File: config.mk
export PLATFORM = sky130hd
export DESIGN_NAME = sc_speed_scheduler
export DESIGN_NICKNAME = d
export VERILOG_FILES = /design/src/rtl/sc_speed_pkg.sv /design/src/rtl/sc_speed_divider.sv /design/src/rtl/sc_speed_scheduler.sv
export SDC_FILE = /design/constraint.sdc
export NUM_CORES = 1
export LEC_CHECK = 0
export CORE_MARGIN = 2
export CORE_UTILIZATION = 51
export CTS_CLUSTER_SIZE = 12
export DETAILED_ROUTE_END_ITERATION = 8
export MAX_ROUTING_LAYER = met4
export PLACE_DENSITY = 0.76
export SKIP_CTS_REPAIR_TIMING = 1
export SLEW_MARGIN = 20
export SYNTH_ARGS = -nofsm -noshare
export SYNTH_HDL_FRONTEND = slang
export SYNTH_HIERARCHICAL = 1
export SYNTH_SLANG_ARGS = --single-unit
File: constraint.sdc
create_clock -name SC_SPEEDSCHEDULER_CLOCK_50 -period 4.05 [get_ports SC_SPEEDSCHEDULER_CLOCK_50]
set_input_delay 0.405 -clock SC_SPEEDSCHEDULER_CLOCK_50 [delete_from_list [all_inputs] [get_ports SC_SPEEDSCHEDULER_CLOCK_50]]
set_output_delay 0.405 -clock SC_SPEEDSCHEDULER_CLOCK_50 [all_outputs]
set_load 0.1 [all_outputs]
File: src/rtl/sc_speed_pkg.sv
// Shared types and default constants for the game-speed scheduler.
package sc_speed_pkg;

  // FSM state encoding
  typedef enum logic [1:0] {
    IDLE  = 2'd0,
    RUN   = 2'd1,
    PAUSE = 2'd2,
    OVER  = 2'd3
  } state_e;

  localparam int unsigned DATAWIDTH_DEF = 23;
  localparam int unsigned TICK_CNT_W    = 8;

  // Default terminal counts, slowest to fastest
  localparam logic [DATAWIDTH_DEF-1:0] TERM_L0_DEF = 23'h7FFFFF;
  localparam logic [DATAWIDTH_DEF-1:0] TERM_L1_DEF = 23'h400000;
  localparam logic [DATAWIDTH_DEF-1:0] TERM_L2_DEF = 23'h3E0000;
  localparam logic [DATAWIDTH_DEF-1:0] TERM_L3_DEF = 23'h200000;

  localparam logic [1:0] LEVEL_MAX = 2'd3;

endpackage

File: src/rtl/sc_speed_divider.sv
// Speed counter: counts while enabled, wraps to zero once it reaches or passes the terminal.
module sc_speed_divider
  import sc_speed_pkg::*;
#(
  parameter int unsigned DATAWIDTH = DATAWIDTH_DEF
) (
  input  logic                 clk,
  input  logic                 rst_n,
  input  logic                 clear,
  input  logic                 enable,
  input  logic [DATAWIDTH-1:0] term,
  output logic [DATAWIDTH-1:0] count,
  output logic                 wrap_c
);

  // ">=" so a level change that lowers term below the count still wraps
  assign wrap_c = (count >= term);

  // Counter register; clear wins over counting
  always_ff @(posedge clk or negedge rst_n) begin
    if (!rst_n) begin
      count <= '0;
    end else if (clear) begin
      count <= '0;
    end else if (enable) begin
      count <= wrap_c ? '0 : count + DATAWIDTH'(1);
    end
  end

endmodule

File: src/rtl/sc_speed_scheduler.sv
// Game-speed controller: run/pause/over FSM, per-level terminal select, tick and level advance.
module sc_speed_scheduler
  import sc_speed_pkg::*;
#(
  parameter int unsigned          DATAWIDTH       = DATAWIDTH_DEF,
  parameter logic [DATAWIDTH-1:0] TERM_L0         = TERM_L0_DEF,
  parameter logic [DATAWIDTH-1:0] TERM_L1         = TERM_L1_DEF,
  parameter logic [DATAWIDTH-1:0] TERM_L2         = TERM_L2_DEF,
  parameter logic [DATAWIDTH-1:0] TERM_L3         = TERM_L3_DEF,
  parameter int unsigned          TICKS_PER_LEVEL = 32
) (
  input  logic                 SC_SPEEDSCHEDULER_CLOCK_50,
  input  logic                 SC_SPEEDSCHEDULER_RESET_InLow,
  input  logic                 SC_SPEEDSCHEDULER_start_InHigh,
  input  logic                 SC_SPEEDSCHEDULER_pause_InHigh,
  input  logic                 SC_SPEEDSCHEDULER_over_InHigh,
  input  logic                 SC_SPEEDSCHEDULER_levelup_InHigh,
  output logic                 SC_SPEEDSCHEDULER_tick_OutLow,
  output logic [1:0]           SC_SPEEDSCHEDULER_level_OutBus,
  output logic [DATAWIDTH-1:0] SC_SPEEDSCHEDULER_count_OutBus,
  output logic                 SC_SPEEDSCHEDULER_run_OutHigh
);

  localparam logic [1:0] ST_IDLE  = IDLE;
  localparam logic [1:0] ST_RUN   = RUN;
  localparam logic [1:0] ST_PAUSE = PAUSE;
  localparam logic [1:0] ST_OVER  = OVER;

  localparam logic [TICK_CNT_W-1:0] TICK_LAST = TICK_CNT_W'(TICKS_PER_LEVEL - 1);

  logic                  clk;
  logic                  rst_n;
  logic                  start;
  logic                  pause;
  logic                  over;
  logic                  levelup;

  logic [1:0]            state;
  logic [1:0]            state_nxt;
  logic [1:0]            level;
  logic [1:0]            level_nxt;
  logic [TICK_CNT_W-1:0] tick_cnt;
  logic [TICK_CNT_W-1:0] tick_cnt_nxt;
  logic                  tick_nxt;
  logic                  lvl_up;
  logic                  cnt_en;
  logic                  cnt_clr;
  logic [DATAWIDTH-1:0]  term;
  logic                  wrap_c;

  assign clk     = SC_SPEEDSCHEDULER_CLOCK_50;
  assign rst_n   = SC_SPEEDSCHEDULER_RESET_InLow;
  assign start   = SC_SPEEDSCHEDULER_start_InHigh;
  assign pause   = SC_SPEEDSCHEDULER_pause_InHigh;
  assign over    = SC_SPEEDSCHEDULER_over_InHigh;
  assign levelup = SC_SPEEDSCHEDULER_levelup_InHigh;

  assign SC_SPEEDSCHEDULER_level_OutBus = level;

  // Terminal count for the current level
  always_comb begin
    term = TERM_L0;
    case (level)
      2'd1:    term = TERM_L1;
      2'd2:    term = TERM_L2;
      2'd3:    term = TERM_L3;
      default: term = TERM_L0;
    endcase
  end

  sc_speed_divider #(
    .DATAWIDTH (DATAWIDTH)
  ) u_divider (
    .clk    (clk),
    .rst_n  (rst_n),
    .clear  (cnt_clr),
    .enable (cnt_en),
    .term   (term),
    .count  (SC_SPEEDSCHEDULER_count_OutBus),
    .wrap_c (wrap_c)
  );

  // Next state, counter control, level/tick_cnt update; priority over > start > pause > levelup
  always_comb begin
    state_nxt    = state;
    level_nxt    = level;
    tick_cnt_nxt = tick_cnt;
    tick_nxt     = 1'b1;
    lvl_up       = 1'b0;
    cnt_en       = 1'b0;
    cnt_clr      = 1'b0;
    case (state)
      ST_IDLE, ST_OVER: begin
        if (start && !over) begin
          state_nxt    = ST_RUN;
          level_nxt    = 2'd0;
          tick_cnt_nxt = '0;
          cnt_clr      = 1'b1;
        end
      end
      ST_RUN: begin
        if (over) begin
          state_nxt = ST_OVER;
        end else if (pause) begin
          state_nxt = ST_PAUSE;
        end else begin
          cnt_en = 1'b1;
          lvl_up = levelup;
          if (wrap_c) begin
            tick_nxt = 1'b0;
            if (tick_cnt == TICK_LAST) begin
              lvl_up       = 1'b1;
              tick_cnt_nxt = '0;
            end else begin
              tick_cnt_nxt = tick_cnt + TICK_CNT_W'(1);
            end
          end
          if (levelup) begin
            tick_cnt_nxt = '0;
          end
          // Only a real level change restarts the period
          if (lvl_up && (level != LEVEL_MAX)) begin
            level_nxt = level + 2'd1;
            cnt_clr   = 1'b1;
          end
        end
      end
      ST_PAUSE: begin
        if (over) begin
          state_nxt = ST_OVER;
        end else if (!pause) begin
          state_nxt = ST_RUN;
        end
      end
      default: state_nxt = ST_IDLE;
    endcase
  end

  // State register
  always_ff @(posedge clk or negedge rst_n) begin
    if (!rst_n) begin
      state <= ST_IDLE;
    end else begin
      state <= state_nxt;
    end
  end

  // Level, tick counter and registered outputs
  always_ff @(posedge clk or negedge rst_n) begin
    if (!rst_n) begin
      level                         <= 2'd0;
      tick_cnt                      <= '0;
      SC_SPEEDSCHEDULER_tick_OutLow <= 1'b1;
      SC_SPEEDSCHEDULER_run_OutHigh <= 1'b0;
    end else begin
      level                         <= level_nxt;
      tick_cnt                      <= tick_cnt_nxt;
      SC_SPEEDSCHEDULER_tick_OutLow <= tick_nxt;
      SC_SPEEDSCHEDULER_run_OutHigh <= (state_nxt == ST_RUN);
    end
  end

endmodule

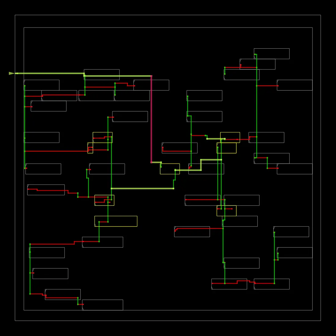
*Clock wiring as the flow saved it*
CTS buffer count: 5
clock buffer count in the final layout: 7

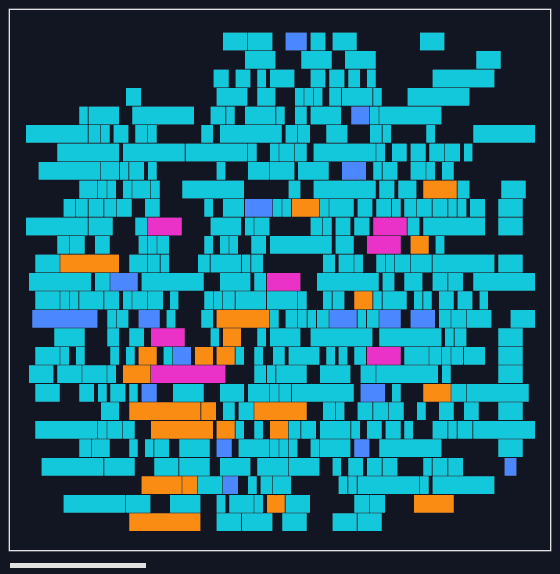
*Cells by drive strength*
Bar = 20 um.
| color | size | cells | share |
|---|---|---|---|
| cyan | drive 1 or less | 346 | 88% |
| blue | drive 2 | 17 | 4.3% |
| magenta | drive 6 and up | 7 | 1.8% |
| orange | drive 3 to 4 | 23 | 5.9% |

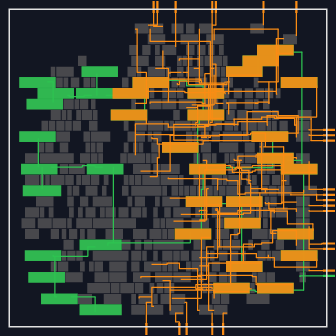
*I/O nets highlighted*
| color | port | bits | direction | edge | end cells | buffers | wire |
|---|---|---|---|---|---|---|---|
| orange | SC_SPEEDSCHEDULER_count_OutBus | 23 | output | 11 right, 7 top, 5 bottom | 23 | 23 | 1,430 um |
| green | SC_SPEEDSCHEDULER_RESET_InLow | 1 | input | right | 37 | 1 | 329 um |

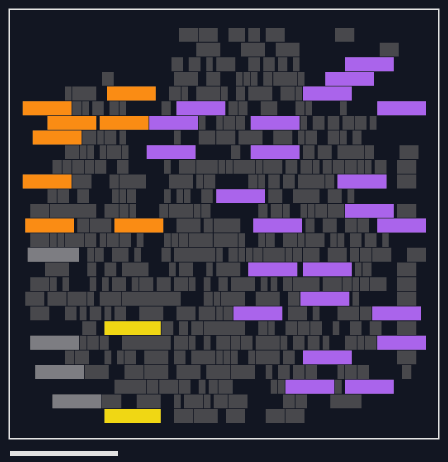
*Sequential cells grouped by signal name*
Bar = 20 um. Other sequential cells in the stronger gray, the rest of the logic in the fainter gray.
| color | name in the netlist | sequential cells |
|---|---|---|
| yellow | SC_SPEEDSCHEDULER_level_OutBus | 2 |
| orange | tick_cnt | 8 |
| purple | u_divider/count | 23 |
not colored: 4

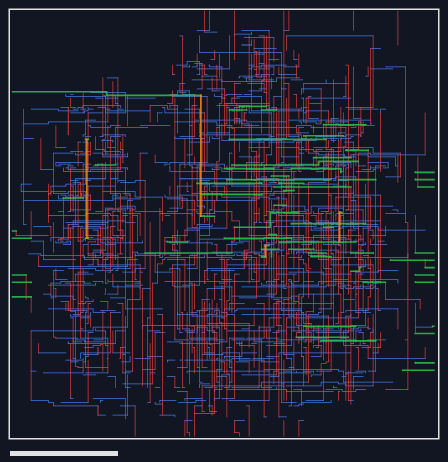
*Metal layers overlaid*
Bar = 20 um.
| color | layer | wire length |
|---|---|---|
| red | met2 | 3,500 um |
| blue | met1 | 2,990 um |
| green | met3 | 412 um |
| orange | met4 | 48.3 um |

==> results.txt <==
run metrics: Inverters, non-clock=47, Top Metal Used=met4, multi-input gate area in the final layout=0.001813 mm^2, met3 WL=412 um, critical-path cell list=ha_1, or2_2, inv_1, ha_1, nand4_1, nor4_4, a221o_1, nor2_1, nand2_1, a31oi_1, or3_2, a21oi_4, buf_4, nor2_4, and2_1, a41oi_1, o31ai_1, area leader, netlist=dfrtp_1, number of global-route vias before repair=2,506, met3 Use GR=4.751%, clock slew at reported path FFs=0.08 ns, Synth Seq Share=31.95%, Maximum Capacitance Violations=0, combinational share of cell area=51.53%, met1 usage=29.40%, WL met2=3.504 mm, Top Layout Cells=inv_1 (45), nand2_1 (39), dfrtp_1 (34), ha_1 (31), clkdlybuf4s50_1 (31), Seq cells=37, Synth Warn #=6, final worst slack=0.2414 ns, Combinational Power Share=64.0%, final max-slew violation count=0, Port Buffers=32, Seq group=619 uW, status=complete, no violations, final hold violation count=0, GR Overflow Total=0, Crit path top cell by count=ha_1, clk sinks=37, largest net degree at the start of global routing=38, Adder Share, Synth=14.49%, Die Span X=79.43 um, initial drt markers=282, post-DP HPWL=4.962 mm, Top non-seq family=simple AND/OR/NAND/NOR gates, Critical path origin=SC_SPEEDSCHEDULER_level_OutBus[1], reg2reg start=SC_SPEEDSCHEDULER_level_OutBus[1], Placed Cells incl. Taps=453, Clock power frac=12.7%, ANT cells=0, YS chip area=0.002902 mm^2, DP Worst Slack=-0.2494 ns, Non-CTS buffers=41, part of the cycle the worst path needs=94.04%, Compound-Gate Fraction of Synth Area=16.77%
sequential cells by signal (all words and copies together), names as in the netlist:
signal,flops
SC_SPEEDSCHEDULER_level_OutBus,2
tick_cnt,8
SC_SPEEDSCHEDULER_tick_OutLow,1
SC_SPEEDSCHEDULER_run_OutHigh,1
u_divider/count,23
state,2
per-stage QoR:
| stage | TNS, ns | util [%] | hold slack, ns |
|---|---|---|---|
| after floorplan | 0 | - | 0.1094 |
| after global placement | -1.003 | 60.46 | 0.4855 |
| after detailed placement | -1.668 | 60.46 | 0.5001 |
| after CTS | -2.037 | 62.58 | 0.2576 |
| after global routing | -0.01237 | 63.89 | 0.2770 |
| final | 0 | 63.89 | 0.2249 |
Power and IR drop assume default switching activity.
